--- src/rtl/sweep_sequencer.sv ---
// sweep_sequencer
// Calibration sequencer for the light-tracking servo pair. Sweeps the
// horizontal axis, then the vertical axis, one servo step at a time, takes one
// light sample per position, and steps back to the brightest position before
// moving on. DONE pulses once both axes are parked at their maxima.
//
// Ports:
//   CLK, CNT_RST        clock (rising edge), asynchronous active-high reset
//   START               begin calibration (sampled in IDLE only)
//   ABORT               synchronous return to IDLE from any state
//   SAMPLE_VLD, SAMPLE  one-cycle light sample strobe and unsigned value
//   STEP_ACK            servo driver accepted the pending step
//   STEP_REQ, STEP_DIR  step request and direction (1 = forward, 0 = back)
//   AXIS                active axis (0 = horizontal, 1 = vertical)
//   BUSY, DONE, ERR     not idle / completion pulse / sticky ACK timeout
//   MAX_VAL             running maximum for the current axis
//
// Build option: define LAE_STEP_TIMEOUT_EN to add a STEP_ACK watchdog of
// TIMEOUT_CYC cycles. Without it ERR is held at 0.

module sweep_sequencer #(
   parameter int unsigned SAMPLE_W    = 12,
   parameter int unsigned CNT_W       = 8,
   parameter int unsigned SWEEP_STEPS = 180,
   parameter int unsigned TIMEOUT_CYC = 1000000
) (
   input  logic                CLK,
   input  logic                CNT_RST,
   input  logic                START,
   input  logic                ABORT,
   input  logic                SAMPLE_VLD,
   input  logic [SAMPLE_W-1:0] SAMPLE,
   input  logic                STEP_ACK,
   output logic                STEP_REQ,
   output logic                STEP_DIR,
   output logic                AXIS,
   output logic                BUSY,
   output logic                DONE,
   output logic                ERR,
   output logic [SAMPLE_W-1:0] MAX_VAL
);

   localparam logic [2:0] IDLE   = 3'd0;
   localparam logic [2:0] WAIT_S = 3'd1;
   localparam logic [2:0] STEP_F = 3'd2;
   localparam logic [2:0] RET    = 3'd3;
   localparam logic [2:0] FIN    = 3'd4;

   localparam int unsigned     STEPS_LIM = 32'd1 << CNT_W;
   localparam logic [CNT_W-1:0] LAST_STEP = CNT_W'(SWEEP_STEPS - 1);
   localparam logic [CNT_W-1:0] CNT_SAT   = '1;

   // Elaboration-time parameter sanity checks
   if (SWEEP_STEPS < 2 || SWEEP_STEPS > STEPS_LIM) begin : g_bad_steps
      $error("sweep_sequencer: SWEEP_STEPS must be in 2 .. 2**CNT_W");
   end
   if (TIMEOUT_CYC < 2) begin : g_bad_timeout
      $error("sweep_sequencer: TIMEOUT_CYC must be at least 2");
   end

   logic [2:0]          state, state_nxt;
   logic                step_req_nxt;
   logic                step_dir_nxt;
   logic                axis_nxt;
   logic                busy_nxt;
   logic                done_nxt;
   logic                err_nxt;
   logic [SAMPLE_W-1:0] max_val_nxt;
   logic [CNT_W-1:0]    step_cnt, step_cnt_nxt;
   logic [CNT_W-1:0]    max_cnt, max_cnt_nxt;

`ifdef LAE_STEP_TIMEOUT_EN
   // Watchdog width follows TIMEOUT_CYC, not CNT_W
   localparam int unsigned     TO_W    = $clog2(TIMEOUT_CYC + 1);
   localparam logic [TO_W-1:0] TO_LAST = TO_W'(TIMEOUT_CYC - 1);

   logic [TO_W-1:0] to_cnt, to_cnt_nxt;
`endif

   // State and output registers
   always_ff @(posedge CLK or posedge CNT_RST) begin
      if (CNT_RST) begin
         state    <= IDLE;
         STEP_REQ <= 1'b0;
         STEP_DIR <= 1'b0;
         AXIS     <= 1'b0;
         BUSY     <= 1'b0;
         DONE     <= 1'b0;
         ERR      <= 1'b0;
         MAX_VAL  <= '0;
         step_cnt <= '0;
         max_cnt  <= '0;
`ifdef LAE_STEP_TIMEOUT_EN
         to_cnt   <= '0;
`endif
      end else begin
         state    <= state_nxt;
         STEP_REQ <= step_req_nxt;
         STEP_DIR <= step_dir_nxt;
         AXIS     <= axis_nxt;
         BUSY     <= busy_nxt;
         DONE     <= done_nxt;
         ERR      <= err_nxt;
         MAX_VAL  <= max_val_nxt;
         step_cnt <= step_cnt_nxt;
         max_cnt  <= max_cnt_nxt;
`ifdef LAE_STEP_TIMEOUT_EN
         to_cnt   <= to_cnt_nxt;
`endif
      end
   end

   // Next-state and next-output logic
   always_comb begin
      state_nxt    = state;
      step_req_nxt = STEP_REQ;
      step_dir_nxt = STEP_DIR;
      axis_nxt     = AXIS;
      done_nxt     = 1'b0;
      err_nxt      = ERR;
      max_val_nxt  = MAX_VAL;
      step_cnt_nxt = step_cnt;
      max_cnt_nxt  = max_cnt;
      busy_nxt     = 1'b0;
`ifdef LAE_STEP_TIMEOUT_EN
      to_cnt_nxt   = '0;
`endif

      case (state)
         IDLE: begin
            if (START) begin
               axis_nxt     = 1'b0;
               max_val_nxt  = '0;
               step_cnt_nxt = '0;
               max_cnt_nxt  = '0;
               err_nxt      = 1'b0;
               state_nxt    = WAIT_S;
            end
         end

         WAIT_S: begin
            if (SAMPLE_VLD) begin
               // Ties keep the earlier maximum; max_cnt counts positions since it
               if (SAMPLE > MAX_VAL) begin
                  max_val_nxt = SAMPLE;
                  max_cnt_nxt = '0;
               end else if (max_cnt != CNT_SAT) begin
                  max_cnt_nxt = max_cnt + CNT_W'(1);
               end

               if (step_cnt == LAST_STEP) begin
                  // Raise the first return request on entry if one is needed
                  state_nxt    = RET;
                  step_dir_nxt = 1'b0;
                  step_req_nxt = (max_cnt_nxt != '0);
               end else begin
                  state_nxt    = STEP_F;
                  step_dir_nxt = 1'b1;
                  step_req_nxt = 1'b1;
               end
            end
         end

         STEP_F: begin
            if (STEP_REQ && STEP_ACK) begin
               step_cnt_nxt = step_cnt + CNT_W'(1);
               step_req_nxt = 1'b0;
               state_nxt    = WAIT_S;
            end
         end

         RET: begin
            // REQ low here is the check cycle between return steps
            if (STEP_REQ) begin
               if (STEP_ACK) begin
                  max_cnt_nxt  = max_cnt - CNT_W'(1);
                  step_req_nxt = 1'b0;
               end
            end else if (max_cnt == '0) begin
               if (!AXIS) begin
                  axis_nxt     = 1'b1;
                  max_val_nxt  = '0;
                  step_cnt_nxt = '0;
                  state_nxt    = WAIT_S;
               end else begin
                  done_nxt  = 1'b1;
                  state_nxt = FIN;
               end
            end else begin
               step_req_nxt = 1'b1;
            end
         end

         FIN: begin
            state_nxt = IDLE;
         end

         default: begin
            state_nxt    = IDLE;
            step_req_nxt = 1'b0;
         end
      endcase

`ifdef LAE_STEP_TIMEOUT_EN
      // Watchdog: cycles spent with an unanswered step request
      if (STEP_REQ && !STEP_ACK) begin
         to_cnt_nxt = to_cnt + TO_W'(1);
         if (to_cnt == TO_LAST) begin
            state_nxt    = IDLE;
            step_req_nxt = 1'b0;
            err_nxt      = 1'b1;
            done_nxt     = 1'b0;
         end
      end
`endif

      // Abort wins over everything; a coincident ACK is not counted
      if (ABORT) begin
         state_nxt    = IDLE;
         step_req_nxt = 1'b0;
         done_nxt     = 1'b0;
         err_nxt      = ERR;
         axis_nxt     = AXIS;
         step_dir_nxt = STEP_DIR;
         max_val_nxt  = MAX_VAL;
         step_cnt_nxt = step_cnt;
         max_cnt_nxt  = max_cnt;
      end

      busy_nxt = (state_nxt != IDLE);
   end

endmodule

--- config.mk ---
export PLATFORM = sky130hd
export DESIGN_NAME = sweep_sequencer
export DESIGN_NICKNAME = d
export VERILOG_FILES = /design/src/rtl/sweep_sequencer.sv
export SDC_FILE = /design/constraint.sdc
export NUM_CORES = 1
export LEC_CHECK = 0
export ABC_AREA = 1
export CORE_MARGIN = 2
export CORE_UTILIZATION = 55
export CTS_CLUSTER_SIZE = 20
export DETAILED_ROUTE_END_ITERATION = 6
export PLACE_DENSITY_LB_ADDON = 0.3
export SYNTH_ARGS = -nofsm -noshare
export SYNTH_HDL_FRONTEND = slang
export SYNTH_SLANG_ARGS = --single-unit
--- constraint.sdc ---
create_clock -name CLK -period 2.1 [get_ports CLK]
set_input_delay 0.42 -clock CLK [delete_from_list [all_inputs] [get_ports CLK]]
set_output_delay 0.42 -clock CLK [all_outputs]
set_load 0.02 [all_outputs]
**Run 1: M1 wires**

Scale: 6 px per um. Supply wires on this layer in gray. Cells faint in the background.
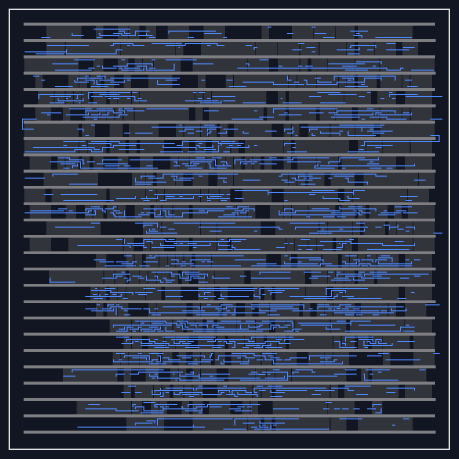
share of all routed wire: 39%
main direction: horizontal
nets with wire on the layer: 401
wire length on this layer: 2720 um
longest straight run: 24.8 um
WL final: 6940 um
GR Util met1: 29.1%
vias: 2544

**Run 1: M2 wires**

Scale: 6 px per um.
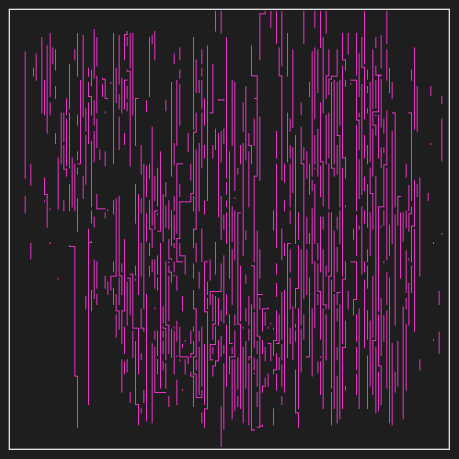
main direction: vertical
nets with wire on the layer: 384
met2 global-route usage: 42.3%

==> ci_impl_report.md, run 1 <==
### Metrics collected by this job

| Metric | Value |
|---|---|
| Post-synth seq share | `34.3%` |
| Failing checks | `setup timing` |
| Multi-input gate count | `between 200 and 250` |
| Synth top cell by count | `nand2_1` |
| Largest stage delay on the critical path | `between 0.3 and 0.4 ns` |
| P_seq | `0.857 mW` |
| Die ar. | `5340 um2` |
| Clock root buffer master | `clkbuf_8` |
| Tmin final | `2.11 ns` |
| CTS tree | `built` |
| FP Rows | `25` |
| Clk pwr | `about 0.53 mW` |
| Worst-margin pin slew | `0.557 ns` |
| Vias per cell | `5.52` |
| Post-route cell area | `3570 um2` |
| Hold Crit Depth | `3` |
| Int Power | `1.62 mW` |
| Tot GR Track Use | `24.1%` |
| CP Capture Type | `flop` |
| Final core occ | `76.5%` |
| Post-synthesis mux area share | `0%` |
| Final-layout fill cell count | `between 300 and 400` |
| Inverters | `60` |
| Fa+ha+maj area frac | `7.15%` |
| Seq_cells | `36` |
| TritonCTS Buffers | `5` |
| Final WS setup | `-0.00718 ns` |
| Final Setup Violations | `1` |
| Ao+oa area frac | `14.9%` |
| CP startpoint | `MAX_VAL[9]$_DFFE_PP0P_` |
| Layout cells sized above 1 | `26.5%` |
| Initial Util | `a little under three fifths` |
| Clk pwr share | `about a fifth` |
| Post-CTS Setup Inserts | `0` |
| Area after DPL | `3160 um2` |
| Largest net degree at the start of global routing | `37` |
| Clock Tree Buf Depth | `2` |
| Asr flop ratio synth | `100%` |
| Area fraction in xor and xnor cells | `2.34%` |
| Worst path depth | `13` |
| CP arrival | `2.28 ns` |
| DR pass1 iterations | `5` |
| Yosys cell types | `41` |
| Worst path bufs/invs | `4` |
| Log Warnings | `28` |
| Core area | `around 4700 um2` |
| Pwr Total | `2.69 mW` |
| CP max FO | `6` |
| Logic area | `1630 um2` |
| Met3 wire len | `approximately 380 um` |
| Status | `complete, but fails checks` |
| Floorplan Nets | `367` |
| Data required, critical path | `between 2 and 2.5 ns` |
| Clock Buffer Count | `7` |
| # placed instances | `between 400 and 500` |
| Flop2flop setup slack | `-0.007 ns` |
| Main logic family | `simple AND/OR/NAND/NOR gates` |
| Final Hold Viols | `0` |
| P_comb | `around 1.3 mW` |
| Global route hottest layer | `met2` |
| Clock network area share | `under 10%` |
| Synthesized area per cell | `between 7 and 8 um2` |
| Fmax | `475 MHz` |
| Clock slew at reported path FFs | `0.08 ns` |
| Top area cell types | `dfrtp_1, nand2_1, inv_1, ha_1, o21ai_0` |
| NetSw | `1.07 mW` |
| Reg2reg end | `MAX_VAL[11]$_DFFE_PP0P_` |
| Finished Layout Cells | `461` |
| Logic share of the area | `45.7%` |
| Simple-gate share of the synthesized area | `30.2%` |
| Vias in the first global route | `2304` |
| Initial antenna violation count | `0` |
**Run 1: the metal 3 layer**

Scale: 8 px per um. Cells faint in the background.
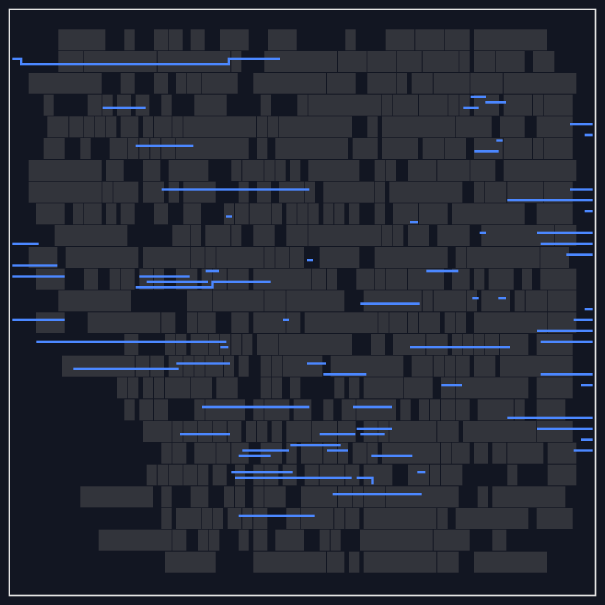
share of all routed wire: 5.5%
wire length on this layer: 382 um
main direction: horizontal
nets with wire on the layer: 54
longest straight run: 26.0 um
routing usage on met3: 4.28%

==> run 2: changes to the inputs <==
Settings changed: CORE_MARGIN 2 to default, SLEW_MARGIN from default to 20.
**Run 2: M1 wires**

Scale: 6 px per um. Supply wires on this layer in gray. Cells faint in the background.
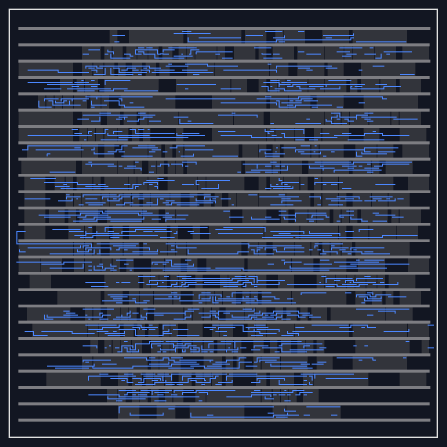
wire length on this layer: 2710 um
main direction: horizontal
vias: 2446
GR Util met1: 33.5%

==> ci_impl_report.md, run 2 <==
### Metrics collected by this job

| Metric | Value |
|---|---|
| Clock Buffer Count | `5 (-2)` |
| Post-CTS Setup Inserts | `0 (unchanged)` |
| CP Capture Type | `flop` |
| Clock root buffer master | `clkbuf_8` |
| Core area | `4470 um2 (-4.0%)` |
| Logic area | `1540 um2 (-5.6%)` |
| DRC Markers | `6` |
| DR top layer | `met4` |
| Asr flop ratio synth | `100% (unchanged)` |
| Data required, critical path | `2.28 ns (about the same)` |
| # placed instances | `436 (-0.91%)` |
| Final WS setup | `0.0989 ns (+0.106 ns)` |
| Multi-input gate count | `234 (-0.43%)` |
| Status | `complete, but fails checks` |
| Pwr Total | `2.49 mW (-7.5%)` |
| Area after DPL | `3150 um2 (-0.55%)` |
| Global route hottest layer | `met2` |
| Met2 global-route usage | `42.8% (+0.50 points)` |
| Clk pwr | `0.503 mW (-4.2%)` |
| Fa+ha+maj area frac | `7.15% (unchanged)` |
| CP arrival | `2.18 ns (-0.10 ns)` |
| Top area cell types | `dfrtp_1, nand2_1, inv_1, ha_1, o21ai_0` |
| Final core occ | `76.0% (-0.59 points)` |
| Finished Layout Cells | `450 (-2.4%)` |
| Yosys cell types | `41 (unchanged)` |
| Largest net degree at the start of global routing | `37 (unchanged)` |
| CP max FO | `5 (-1)` |
| Worst path top cell family by delay | `simple AND/OR/NAND/NOR gates` |
| Min Hold Slack | `between 0.4 and 0.5 ns` |
| Floorplan Nets | `367 (unchanged)` |
| Tmin final | `2.00 ns (-0.106 ns)` |
| Simple-gate share of the synthesized area | `30.2% (unchanged)` |
| Failing checks | `DRC` |
| Synth top cell by count | `nand2_1` |
| Max reg flops | `12` |
| Tot GR Track Use | `25.2% (+1.1 points)` |
| Die ar. | `5050 um2 (-5.4%)` |
| Worst path depth | `17 (+4)` |
| Initial antenna violation count | `0 (unchanged)` |
| Seq_cells | `36 (unchanged)` |
| Fmax | `500 MHz (+5.3%)` |
| CP startpoint | `SAMPLE[0]` |
| Initial Util | `58.7% (+2.3 points)` |
| Post-synthesis mux area share | `0% (unchanged)` |
| P_comb | `1.14 mW (-10%)` |
| Largest stage delay on the critical path | `0.50 ns (+0.14 ns)` |
| Clock network area share | `2.58% (-0.053 points)` |
| Synthesized area per cell | `7.86 um2 (unchanged)` |
| Int Power | `1.48 mW (-8.6%)` |
| Flop2flop setup slack | `0.1 ns (+0.11 ns)` |
| Reg2reg end | `MAX_VAL[0]$_DFFE_PP0P_` |
| # IOs | `36` |
| DR pass1 iterations | `6 (+1)` |
| Area fraction in xor and xnor cells | `2.34% (unchanged)` |
| GR Overflow Total | `0` |
| Clock Tree Buf Depth | `2 (unchanged)` |
| Logic share of the area | `45.3% (-0.42 points)` |
| Layout cells sized above 1 | `22.1% (-4.4 points)` |
| Clock slew at reported path FFs | `0.07 ns (about the same)` |
| Hold Crit Depth | `3 (unchanged)` |
| FP Rows | `24 (-4.0%)` |
| Post-route cell area | `3400 um2 (-4.7%)` |
| P_seq | `0.840 mW (-2%)` |
| Final-layout fill cell count | `336 (+5.7%)` |
| Main logic family | `simple AND/OR/NAND/NOR gates` |
| Met3 wire len | `307 um (-19%)` |
| Vias in the first global route | `2293 (-0.48%)` |
| Post-synth seq share | `34.3% (unchanged)` |
| Final Hold Viols | `0 (unchanged)` |
| TritonCTS Buffers | `5 (unchanged)` |
| Vias per cell | `5.44 (-1.5%)` |
| Clk pwr share | `20.2% (+0.7 points)` |
| Inverters | `60 (unchanged)` |
==> run 3: changes to the inputs <==
Settings changed: CAP_MARGIN from default to 10.
**Run 3: the metal 3 layer**

Scale: 8 px per um. Cells faint in the background.
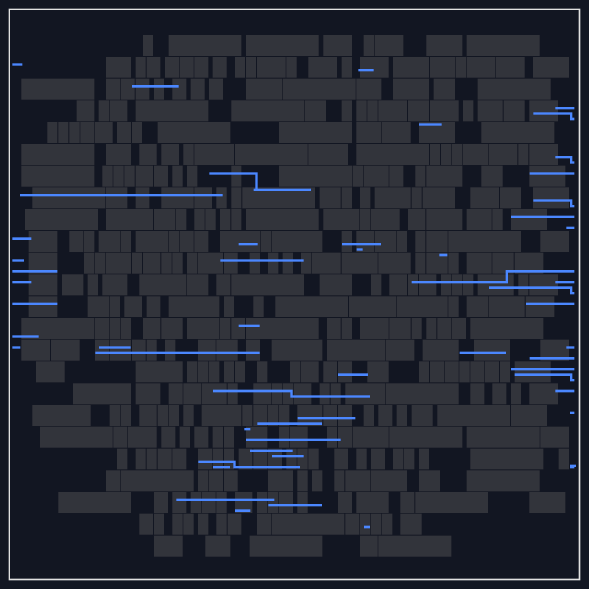
longest straight run: 25.1 um
wire length on this layer: 307 um
routing usage on met3: 3.85%
WL final: 6030 um

==> ci_impl_report.md, run 3 <==
### Metrics collected by this job

| Metric | Value |
|---|---|
| Status | `complete, but fails checks` |
| Failing checks | `DRC` |
| Sequential cell area share | `26.5%` |
| GR Util met1 | `33.5% (unchanged)` |
| Top area cell types | `dfrtp_1, nand2_1, inv_1, ha_1, o21ai_0` |
| Hold Crit Depth | `3 (unchanged)` |
| PortBufs | `34` |
| Hold Path Class | `in2reg` |
| Clk pwr | `0.503 mW (about the same)` |
| Worst-margin pin slew | `0.497 ns` |
| Worst hold path startpoint | `SAMPLE[10]` |
| WL met1 | `2710 um` |
| Top Layout Cells | `nand2_1, inv_1, dfrtp_1` |
| Hold Path Sink | `MAX_VAL[10]$_DFFE_PP0P_` |
| Final-layout fill cell count | `336 (unchanged)` |
| Startpoint Class | `input port` |
| Crit Path Class | `in2reg` |
| Synth top cell by count | `nand2_1` |
| TritonCTS Buffers | `5 (unchanged)` |
| Post-Synthesis Cells | `334` |
| FF-to-FF Start | `MAX_VAL[11]$_DFFE_PP0P_` |
| Layout cells sized above 1 | `22.1% (unchanged)` |
| Floorplan Nets | `367 (unchanged)` |
| Pins Over Slew Limit | `0` |
| Inverters | `60 (unchanged)` |
| Most used cell, CP | `nand2_1` |
| DR top layer | `met4` |
| Yosys cell types | `41 (unchanged)` |
| Initial antenna violation count | `0 (unchanged)` |
| Pwr Total | `2.49 mW (unchanged)` |
| Largest stage delay on the critical path | `0.50 ns (about the same)` |
| R2R depth | `13` |
| Data required, critical path | `2.28 ns (about the same)` |
| Clk_skew | `between 0.006 and 0.007 ns` |
| Final Hold Viols | `0 (unchanged)` |
| Tcrit/Tclk final | `a little over nine tenths` |
| # IOs | `36 (unchanged)` |
| Tap Count | `between 50 and 60` |
| Sequential share of power | `33.8%` |
| Tot GR Track Use | `25.2% (unchanged)` |
| Clk latency late pin | `roughly 0.29 ns` |
| Yosys chip area | `2630 um2` |
| Ant. Diodes | `0` |
| Fmax | `500 MHz (unchanged)` |
| Flop2flop setup slack | `0.1 ns (about the same)` |
| Logic share of the area | `45.3% (unchanged)` |
| Asr flop ratio synth | `100% (unchanged)` |
| Final core occ | `76.0% (unchanged)` |
| Number of synthesized register bits | `36` |
| Finished Layout Cells | `450 (unchanged)` |
| # placed instances | `436 (unchanged)` |
| Int Power | `1.48 mW (unchanged)` |
| GR Overflow Total | `0 (unchanged)` |
| Sw frac | `between 40% and 50%` |
| Hold_buf cts | `0` |
| Area after DPL | `3150 um2 (unchanged)` |
| Final Setup Violations | `0` |
| Clock sinks | `36` |
| Simple-gate share of the synthesized area | `30.2% (unchanged)` |
| DRC Markers | `6 (unchanged)` |
| CTS tree | `built` |
| Placer Congestion | `around 0.96` |
| Met2 global-route usage | `42.8% (unchanged)` |
| CP Capture Type | `flop` |
| Reg2reg end | `MAX_VAL[0]$_DFFE_PP0P_` |
| Area fraction in xor and xnor cells | `2.34% (unchanged)` |
| EDFF count, synth | `0` |
| Max-cap violations | `0` |
| CP startpoint | `SAMPLE[0]` |
| Slew HR | `about 66%` |
| DR pass1 iterations | `6 (unchanged)` |
| Tmin final | `2.00 ns (unchanged)` |
| Seq_cells | `36 (unchanged)` |
| Post-synth seq share | `34.3% (unchanged)` |
| Ys cells | `334` |
| Clock slew at reported path FFs | `0.07 ns (about the same)` |
| Mapped cell area | `2630 um2` |
| Static leakage | `1.70 nW` |
| HPWL Detailed | `4290 um` |
| CP max FO | `5 (unchanged)` |
| Area Growth Syn to Fin | `29.5%` |
| Clk pwr share | `20.2% (about the same)` |
| NonClk Buf Share | `17.0%` |
| Post-route cell area | `3400 um2 (unchanged)` |
| Die height | `71.1 um` |
| CP arrival | `2.18 ns (about the same)` |
| IR drop worst, VDD | `375 uV` |
| Vias | `2446 (unchanged)` |
| Core area | `4470 um2 (unchanged)` |
| Post-synthesis mux area share | `0% (unchanged)` |
| Final WS setup | `0.0989 ns (unchanged)` |
| Top pwr grp | `combinational cells` |
| P_seq | `0.840 mW (about the same)` |
| RSZ-0062 raised after global routing | `yes` |
| Met3 wire len | `307 um (unchanged)` |
| CP endpoint | `STEP_REQ$_DFFE_PP0P_` |
| Post-CTS Setup Inserts | `0 (unchanged)` |
| Clock network area share | `2.58% (unchanged)` |
| First-pass GRT wire length | `10200 um` |
| Vias per cell | `5.44 (unchanged)` |
| Largest net degree at the start of global routing | `37 (unchanged)` |
| Log Warnings | `28` |
| Die ar. | `5050 um2 (unchanged)` |
| Logic area | `1540 um2 (unchanged)` |
| Slowest cell on crit path | `clkdlybuf4s50_1` |
| Largest registers | `MAX_VAL x12, max_cnt x8, step_cnt x8` |
| Width of the die | `71.1 um` |
| P_comb | `1.14 mW (about the same)` |
| Synth top cells by count | `nand2_1, inv_1, dfrtp_1, o21ai_0, nand3_1` |
| Fa+ha+maj area frac | `7.15% (unchanged)` |
| Top_reg_cell synth | `dfrtp_1` |
| Multi-input gate count | `234 (unchanged)` |
| Critical path, cell by cell | `clkdlybuf4s50_1 -> inv_1 -> ha_1 -> inv_1 -> nand2_1 -> nand2_1 -> nand2_1 -> nand2_1 -> nand2_2 -> nand3_4 -> nand2_2 -> nand2_1 -> nand2_1 -> nor2_1 -> nand2_1 -> nand2_1 -> a21oi_1` |
| Clock Tree Buf Depth | `2 (unchanged)` |
| FP Rows | `24 (unchanged)` |
| Global route hottest layer | `met2` |
| Worst path top cell family by delay | `simple AND/OR/NAND/NOR gates` |
| Bufs w/o clock | `60` |
| Worst path depth | `17 (unchanged)` |
| Setup tns final | `0 ns` |
| Initial Util | `58.7% (unchanged)` |
| Clock root buffer master | `clkbuf_8` |
| Clock Buffer Count | `5 (unchanged)` |
| Main logic family | `simple AND/OR/NAND/NOR gates` |
| Min Hold Slack | `0.426 ns (unchanged)` |
| Vias in the first global route | `2293 (unchanged)` |
| Synthesized area per cell | `7.86 um2 (unchanged)` |
| CTS resizes | `3` |
| Max reg flops | `12 (unchanged)` |
| Leading cell kind | `multi-input combinational cells` |
| Power Density | `roughly 730 nW/um2` |
| Routed Antenna Nets | `0` |

==> screenshots <==
Routing congestion map.
picture 1
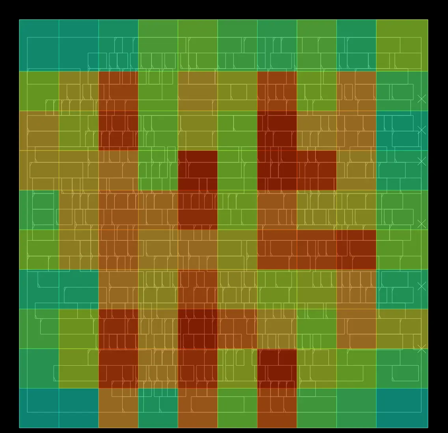
picture 2
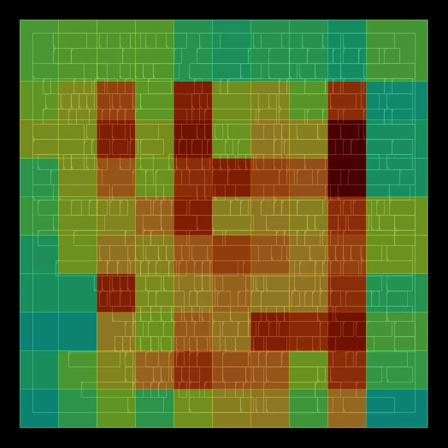
Picture 2 comes from run 1.
Picture 1 comes from run 2.

Power and IR drop assume default switching activity.
